$ cat config.mk
export PLATFORM = sky130hd
export DESIGN_NAME = bram_read_arbiter
export DESIGN_NICKNAME = d
export VERILOG_FILES = /design/src/rtl/bram_read_arbiter.sv
export SDC_FILE = /design/constraint.sdc
export NUM_CORES = 1
export LEC_CHECK = 0
export CORE_MARGIN = 5
export CORE_UTILIZATION = 38
export DETAILED_ROUTE_END_ITERATION = 10
export PLACE_DENSITY = 0.91
export SLEW_MARGIN = 40
export SYNTH_ARGS = -nofsm -noshare
export SYNTH_HDL_FRONTEND = slang
export SYNTH_SLANG_ARGS = --single-unit
$ cat constraint.sdc
create_clock -name clk_25mhz -period 3.21 [get_ports clk_25mhz]
set_clock_uncertainty 0.1 [all_clocks]
set_input_delay 0.642 -clock clk_25mhz [delete_from_list [all_inputs] [get_ports clk_25mhz]]
set_output_delay 0.642 -clock clk_25mhz [all_outputs]
set_load 0.02 [all_outputs]
$ cat src/rtl/bram_read_arbiter.sv
// Shares one synchronous BRAM read port among NUM_REQ requesters and routes the
// returned data back with a one-hot valid tag. Fixed priority with starvation promotion, or round-robin.

module bram_read_arbiter_starve #(
  parameter int SW    = 4,
  parameter int LIMIT = 15
) (
  input  logic          clk_25mhz,
  input  logic          reset,
  input  logic          req,
  input  logic          gnt,
  output logic [SW-1:0] cnt
);
  always_ff @(posedge clk_25mhz) begin
    if (reset || gnt || !req) cnt <= '0;
    else if (cnt != SW'(LIMIT)) cnt <= cnt + 1'b1;
  end
endmodule

module bram_read_arbiter #(
  parameter int NUM_REQ      = 4,
  parameter int ADDR_WIDTH   = 19,
  parameter int DATA_WIDTH   = 12,
  parameter int READ_LATENCY = 2,
  parameter int MODE         = 0,
  parameter int STARVE_LIMIT = 15
) (
  input  logic                          clk_25mhz,
  input  logic                          reset,
  input  logic [NUM_REQ-1:0]            req,
  input  logic [NUM_REQ*ADDR_WIDTH-1:0] req_addr,
  output logic [NUM_REQ-1:0]            gnt,
  output logic [ADDR_WIDTH-1:0]         bram_addr,
  input  logic [DATA_WIDTH-1:0]         bram_dout,
  output logic [NUM_REQ-1:0]            rd_valid,
  output logic [DATA_WIDTH-1:0]         rd_data,
  output logic                          busy
);
  localparam int IW     = $clog2(NUM_REQ);
  localparam int SW     = $clog2(STARVE_LIMIT + 1);
  localparam int STAGES = READ_LATENCY;

  logic [NUM_REQ-1:0][ADDR_WIDTH-1:0] addr_arr;
  logic [NUM_REQ-1:0][SW-1:0]         starve_cnt;
  logic [NUM_REQ-1:0]                 starved;
  logic [STAGES:0][NUM_REQ-1:0]       vld_pipe;
  logic [IW-1:0]                      ptr, win;
  logic [IW:0]                        sum;
  logic                               found;

  assign addr_arr = req_addr;

  genvar gi;
  generate
    if (MODE == 0) begin : g_fp
      for (gi = 0; gi < NUM_REQ; gi++) begin : g_lane
        bram_read_arbiter_starve #(.SW(SW), .LIMIT(STARVE_LIMIT)) u_starve (
          .clk_25mhz (clk_25mhz),
          .reset     (reset),
          .req       (req[gi]),
          .gnt       (gnt[gi]),
          .cnt       (starve_cnt[gi])
        );
        assign starved[gi] = (starve_cnt[gi] == SW'(STARVE_LIMIT));
      end
    end else begin : g_rr
      assign starve_cnt = '0;
      assign starved    = '0;
    end
  endgenerate

  // Loops run from the lowest-priority candidate up, so the last hit is the winner.
  always_comb begin
    found = 1'b0;
    win   = '0;
    sum   = '0;
    if (MODE == 0) begin
      for (int i = NUM_REQ - 1; i >= 0; i--)
        if (req[i]) begin found = 1'b1; win = IW'(i); end
      for (int i = NUM_REQ - 1; i >= 0; i--)
        if (req[i] && starved[i]) win = IW'(i);
    end else begin
      for (int k = NUM_REQ; k >= 1; k--) begin
        sum = {1'b0, ptr} + (IW+1)'(k);
        if (sum >= (IW+1)'(NUM_REQ)) sum = sum - (IW+1)'(NUM_REQ);
        if (req[sum[IW-1:0]]) begin found = 1'b1; win = sum[IW-1:0]; end
      end
    end
  end

  assign gnt = (found && !reset) ? (NUM_REQ'(1) << win) : '0;

  // vld_pipe[0] lines up with bram_addr; the tag reaches the top when bram_dout is valid.
  always_ff @(posedge clk_25mhz) begin
    if (reset) begin
      bram_addr <= '0;
      ptr       <= IW'(NUM_REQ - 1);
      vld_pipe  <= '0;
    end else begin
      vld_pipe <= {vld_pipe[STAGES-1:0], gnt};
      if (found) begin
        bram_addr <= addr_arr[win];
        ptr       <= win;
      end
    end
  end

  assign rd_valid = vld_pipe[STAGES];
  assign rd_data  = bram_dout;
  assign busy     = |vld_pipe;
endmodule
==> impl_metrics.tcl, run 1 <==
# collected from the flow reports
set metrics [dict create \
    ys_chip_area_um2 2350 \
    clockRootBuffer "clkbuf_8" \
    postSynthAreaPerCell_um2 9.09 \
    die-area_um2 7840 \
    num_tap_cells 75 \
    globalplace.congestion 0.845 \
    total_power_mw 1.36 \
    reg2reg_to "g_fp.g_lane[3].u_starve.cnt[2]" \
    p_clk_mw 0.383 \
    cp_max_fo 4 \
    ys.flop_type "dfxtp_1" \
    fin_util_pct 60.0 \
    worstHoldStart "vld_pipe[5]" \
    tightest_slew_ns 0.557 \
    slowest_delay_ns 0.47 \
    grt_max_degree 42 \
    register_area_um2 941 \
    finalCritPeriodShare_pct 97.0 \
    tool_warnings 26 \
    buffers_excl_clock 129 \
    first_pass_iters 4 \
    clk_latency_ns 0.30 \
    die_height_um 88.6 \
    pre_cts_slack_ns -0.240 \
    outcome "finished, final reports clean" \
    synth.net_count 356 \
    crit_slowest_cell "clkdlybuf4s50_1" \
    ir_worst_vdd_mv 0.228 \
    endpoint "gnt[3]" \
    seq_area_share_pct 26.3 \
    io_buffers 109 \
    n_fill_cell 538 \
    min_to "rd_valid[1]" \
    logic_area_um2 1200 \
    finish.net_count 458 \
    drv_cap 0 \
    slew_viol_final 0 \
    crit_family "buffers and inverters" \
    cts.clk_slew.worst_paths_ns 0.10 \
    area_leaders "dfxtp_1 (40%), mux2i_1 (9.8%), o221ai_1 (7.1%)" \
    crit_arrival_ns 2.37 \
    common_cells "dfxtp_1 (47), nor2_1 (42), mux2i_1 (23), buf_4 (20)" \
]
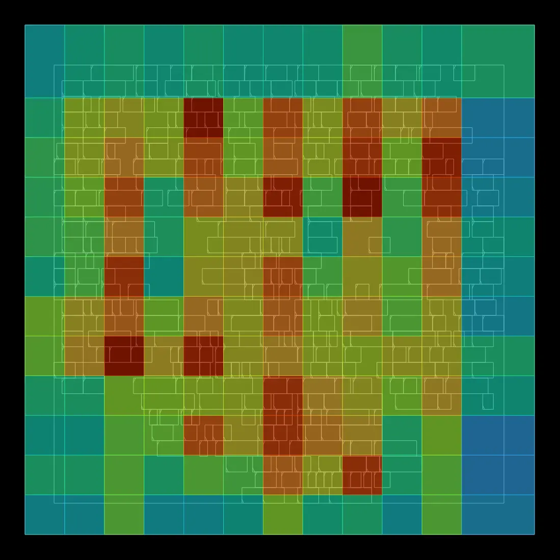
Fig. 1. Track usage over the die (run 1).
WL/cell: 16.2 µm
met3 usage: 5.21%
most crowded layer after global routing: met2
global-route met2 utilization: 29.7%
GRT Resource Usage Total: 17.4%

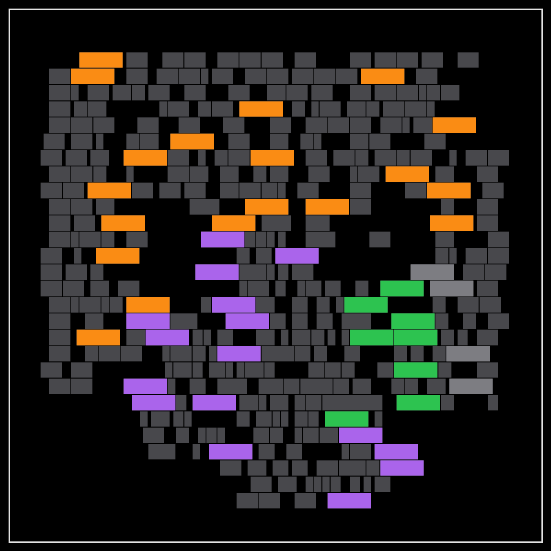
Fig. 2. Sequential cells colored by netlist name (run 1).
Drawn at 6 px/µm. Other sequential cells in the stronger gray, the rest of the logic in the fainter gray.
bram_addr: shown in orange, flops 19. vld_pipe: shown in green, flops 8, where middle right. g_fp.g_lane.u_starve.cnt: shown in purple, flops 16.

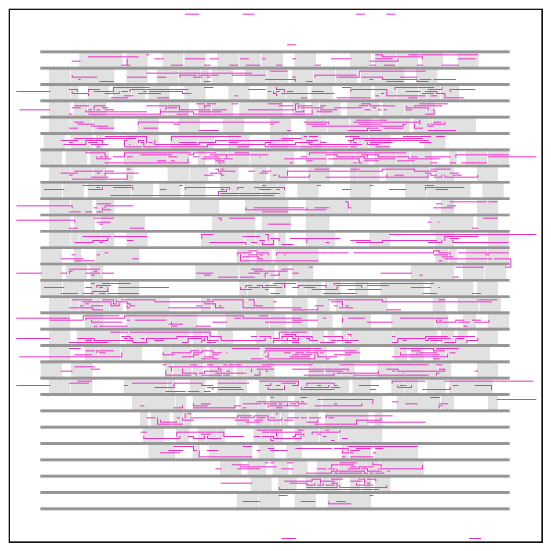
Fig. 3. Met1 routing (run 1).
Drawn at 6 px/µm. Supply wires on this layer in gray.
The longest straight run is 27.1 µm. 395 nets have wire on it. The layer holds 39% of the routed length. The layer carries 2770 µm of wire.
DR vias: 2343
global routing usage on met1: 20.8%
total wire length: 7070 µm

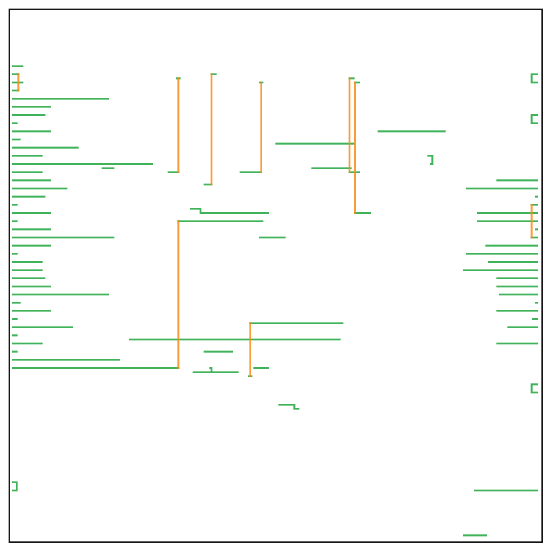
Fig. 4. Routed metal, one color a layer (run 1).
Drawn at 6 px/µm. Only two layers are drawn.
metal 3: shown in green, wire length 543 µm. metal 4: shown in orange, wire length 128 µm.

==> inputs of run 2 (changes only) <==
Settings changed: ABC_CLOCK_PERIOD_IN_PS from default to 3210, CTS_CLUSTER_SIZE from default to 40.
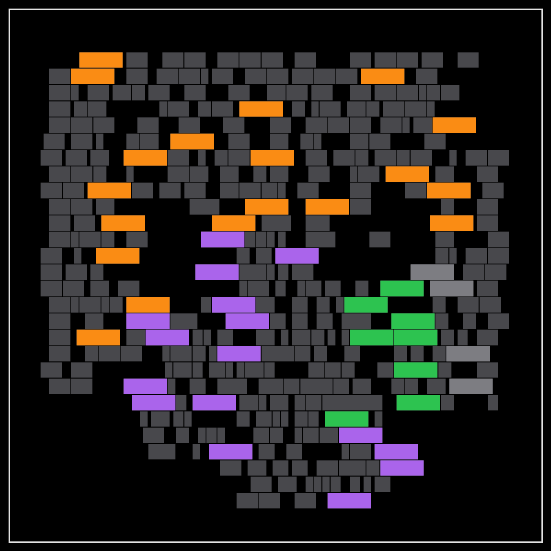
Fig. 5. Sequential cells colored by netlist name (run 2).
Drawn at 6 px/µm. Other sequential cells in the stronger gray, the rest of the logic in the fainter gray.
g_fp.g_lane.u_starve.cnt: shown in purple, flops 16. bram_addr: shown in orange, flops 19. vld_pipe: shown in green, flops 8, where middle right.
Another 4 sequential cells are not colored.
P_seq: 0.636 mW
Final Util: 60.0%
sequential cell area: 941 µm²

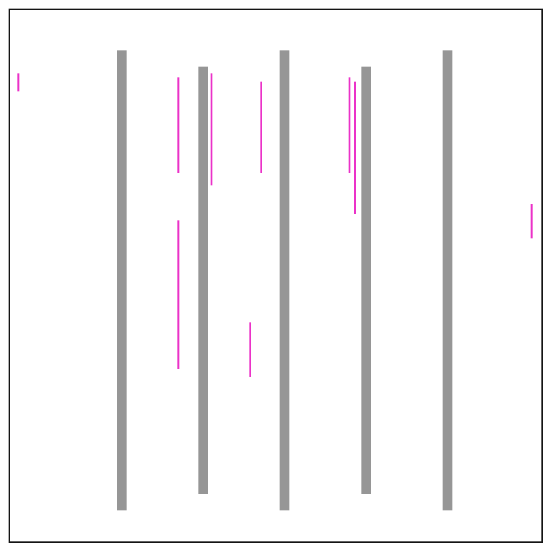
Fig. 6. The metal 4 layer (run 2).
Drawn at 6 px/µm. Supply wires on this layer in gray.
The wires run mostly vertical. 9 nets have wire on it. The layer holds 1.8% of the routed length.

==> impl_metrics.tcl, run 2 <==
# collected from the flow reports
set metrics [dict create \
    outcome "finished, final reports clean" \
    globalplace.congestion 0.845 \
    p_clk_mw 0.383 \
    finalCritPeriodShare_pct 97.0 \
    buffers_excl_clock 129 \
    grt_max_degree 42 \
    fin_cells 436 \
    n_fill_cell 538 \
    die_height_um 88.6 \
    grt_usage_pct 17.4 \
    ys_chip_area_um2 2350 \
    avgRoutedWirePerCell_um 16.2 \
    drv_cap 0 \
    num_tap_cells 75 \
    crit_family "buffers and inverters" \
    pre_cts_slack_ns -0.240 \
    dpl.hpwl_um 5500 \
    tightest_slew_ns 0.557 \
    min_to "rd_valid[1]" \
    crit_slowest_cell "clkdlybuf4s50_1" \
    die-area_um2 7840 \
    vias 2343 \
    synth.net_count 356 \
    cts_tree "done" \
    top_area_cell "dfxtp_1" \
    endpoint "gnt[3]" \
    totalWireLength_um 7070 \
    use_met1_pct 20.8 \
    relSlewSlack_pct 62.8 \
    met2_usage_pct 29.7 \
    top_usage_layer "met2" \
    finish.net_count 458 \
    crit_arrival_ns 2.37 \
    initial_core_util_pct 39.4 \
    tool_warnings 26 \
    cp_max_fo 4 \
    ys.flop_type "dfxtp_1" \
    ys_sh_aoi_pct 19.1 \
    holdPathStages 1 \
    first_pass_iters 4 \
    cts.clk_slew.worst_paths_ns 0.10 \
    seq_area_share_pct 26.3 \
    cp-startpoint "req[2]" \
    p_int_mw 0.976 \
    ir_worst_vdd_mv 0.228 \
    slowest_delay_ns 0.47 \
    reg2reg_to "g_fp.g_lane[3].u_starve.cnt[2]" \
    area_leaders "dfxtp_1 (40%), mux2i_1 (9.8%), o221ai_1 (7.1%)" \
    logic_area_um2 1200 \
    total_power_mw 1.36 \
    clk_latency_ns 0.30 \
    io_buffers 109 \
    met3_usage_pct 5.21 \
    r2r.worst_path.cells 8 \
    common_cells "dfxtp_1 (47), nor2_1 (42), mux2i_1 (23), buf_4 (20)" \
    nMultiInputCombCells 175 \
    r2r_setup_slack_ns 0.57 \
    clockRootBuffer "clkbuf_8" \
]
==> inputs of run 3 (changes only) <==
Settings changed: TNS_END_PERCENT from default to 20.
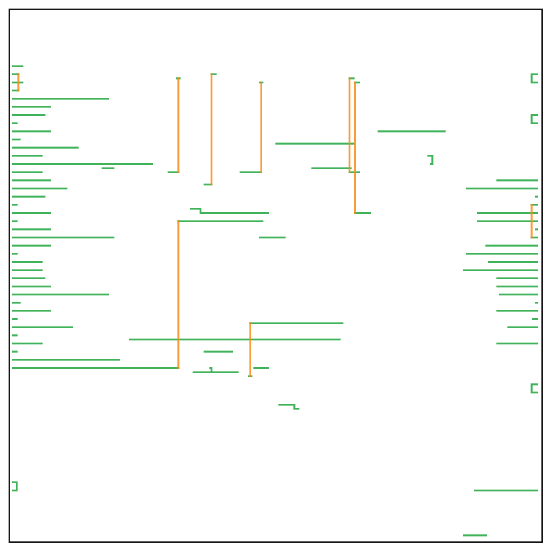
Fig. 7. Routed metal, one color a layer (run 3).
Drawn at 6 px/µm. Only two layers are drawn.
metal 4: shown in orange, wire length 128 µm. metal 3: shown in green, wire length 543 µm.

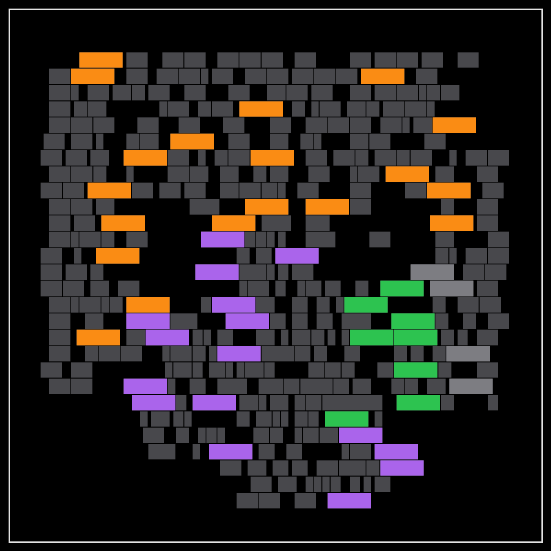
Fig. 8. Sequential cells colored by netlist name (run 3).
Drawn at 6 px/µm. Other sequential cells in the stronger gray, the rest of the logic in the fainter gray.
bram_addr: shown in orange, flops 19. g_fp.g_lane.u_starve.cnt: shown in purple, flops 16. vld_pipe: shown in green, flops 8, where middle right.
Another 4 sequential cells are not colored.

==> impl_metrics.tcl, run 3 <==
# collected from the flow reports
set metrics [dict create \
    outcome "finished, final reports clean" \
    r2r_setup_slack_ns 0.57 \
    num_tap_cells 75 \
    fin_util_pct 60.0 \
    met3_usage_pct 5.21 \
    tightest_slew_ns 0.557 \
    seq_area_share_pct 26.3 \
    die_height_um 88.6 \
    first_pass_iters 4 \
    cts_tree "done" \
    finalCritPeriodShare_pct 97.0 \
    slew_viol_final 0 \
    nMultiInputCombCells 175 \
    cp_max_fo 4 \
    postSynthAreaPerCell_um2 9.09 \
    pg_seq_mw 0.636 \
    die-area_um2 7840 \
    n_fill_cell 538 \
    io_buffers 109 \
    endpoint "gnt[3]" \
    common_cells "dfxtp_1 (47), nor2_1 (42), mux2i_1 (23), buf_4 (20)" \
    met2_usage_pct 29.7 \
    holdPathStages 1 \
    clk_latency_ns 0.30 \
    p_clk_mw 0.383 \
    fin_cells 436 \
    use_met1_pct 20.8 \
    synth.net_count 356 \
    min_to "rd_valid[1]" \
    totalWireLength_um 7070 \
    crit_family "buffers and inverters" \
    ys.flop_type "dfxtp_1" \
    clockRootBuffer "clkbuf_8" \
    ir_worst_vdd_mv 0.228 \
    slowest_delay_ns 0.47 \
    register_area_um2 941 \
    r2r.worst_path.cells 8 \
    avgRoutedWirePerCell_um 16.2 \
    top_area_cell "dfxtp_1" \
    p_int_mw 0.976 \
    initial_core_util_pct 39.4 \
    top_usage_layer "met2" \
    grt_usage_pct 17.4 \
    finish.net_count 458 \
    pre_cts_slack_ns -0.240 \
    grt_max_degree 42 \
    crit_slowest_cell "clkdlybuf4s50_1" \
    globalplace.congestion 0.845 \
    ys_chip_area_um2 2350 \
]
Power is estimated from default activity; no workload was simulated.
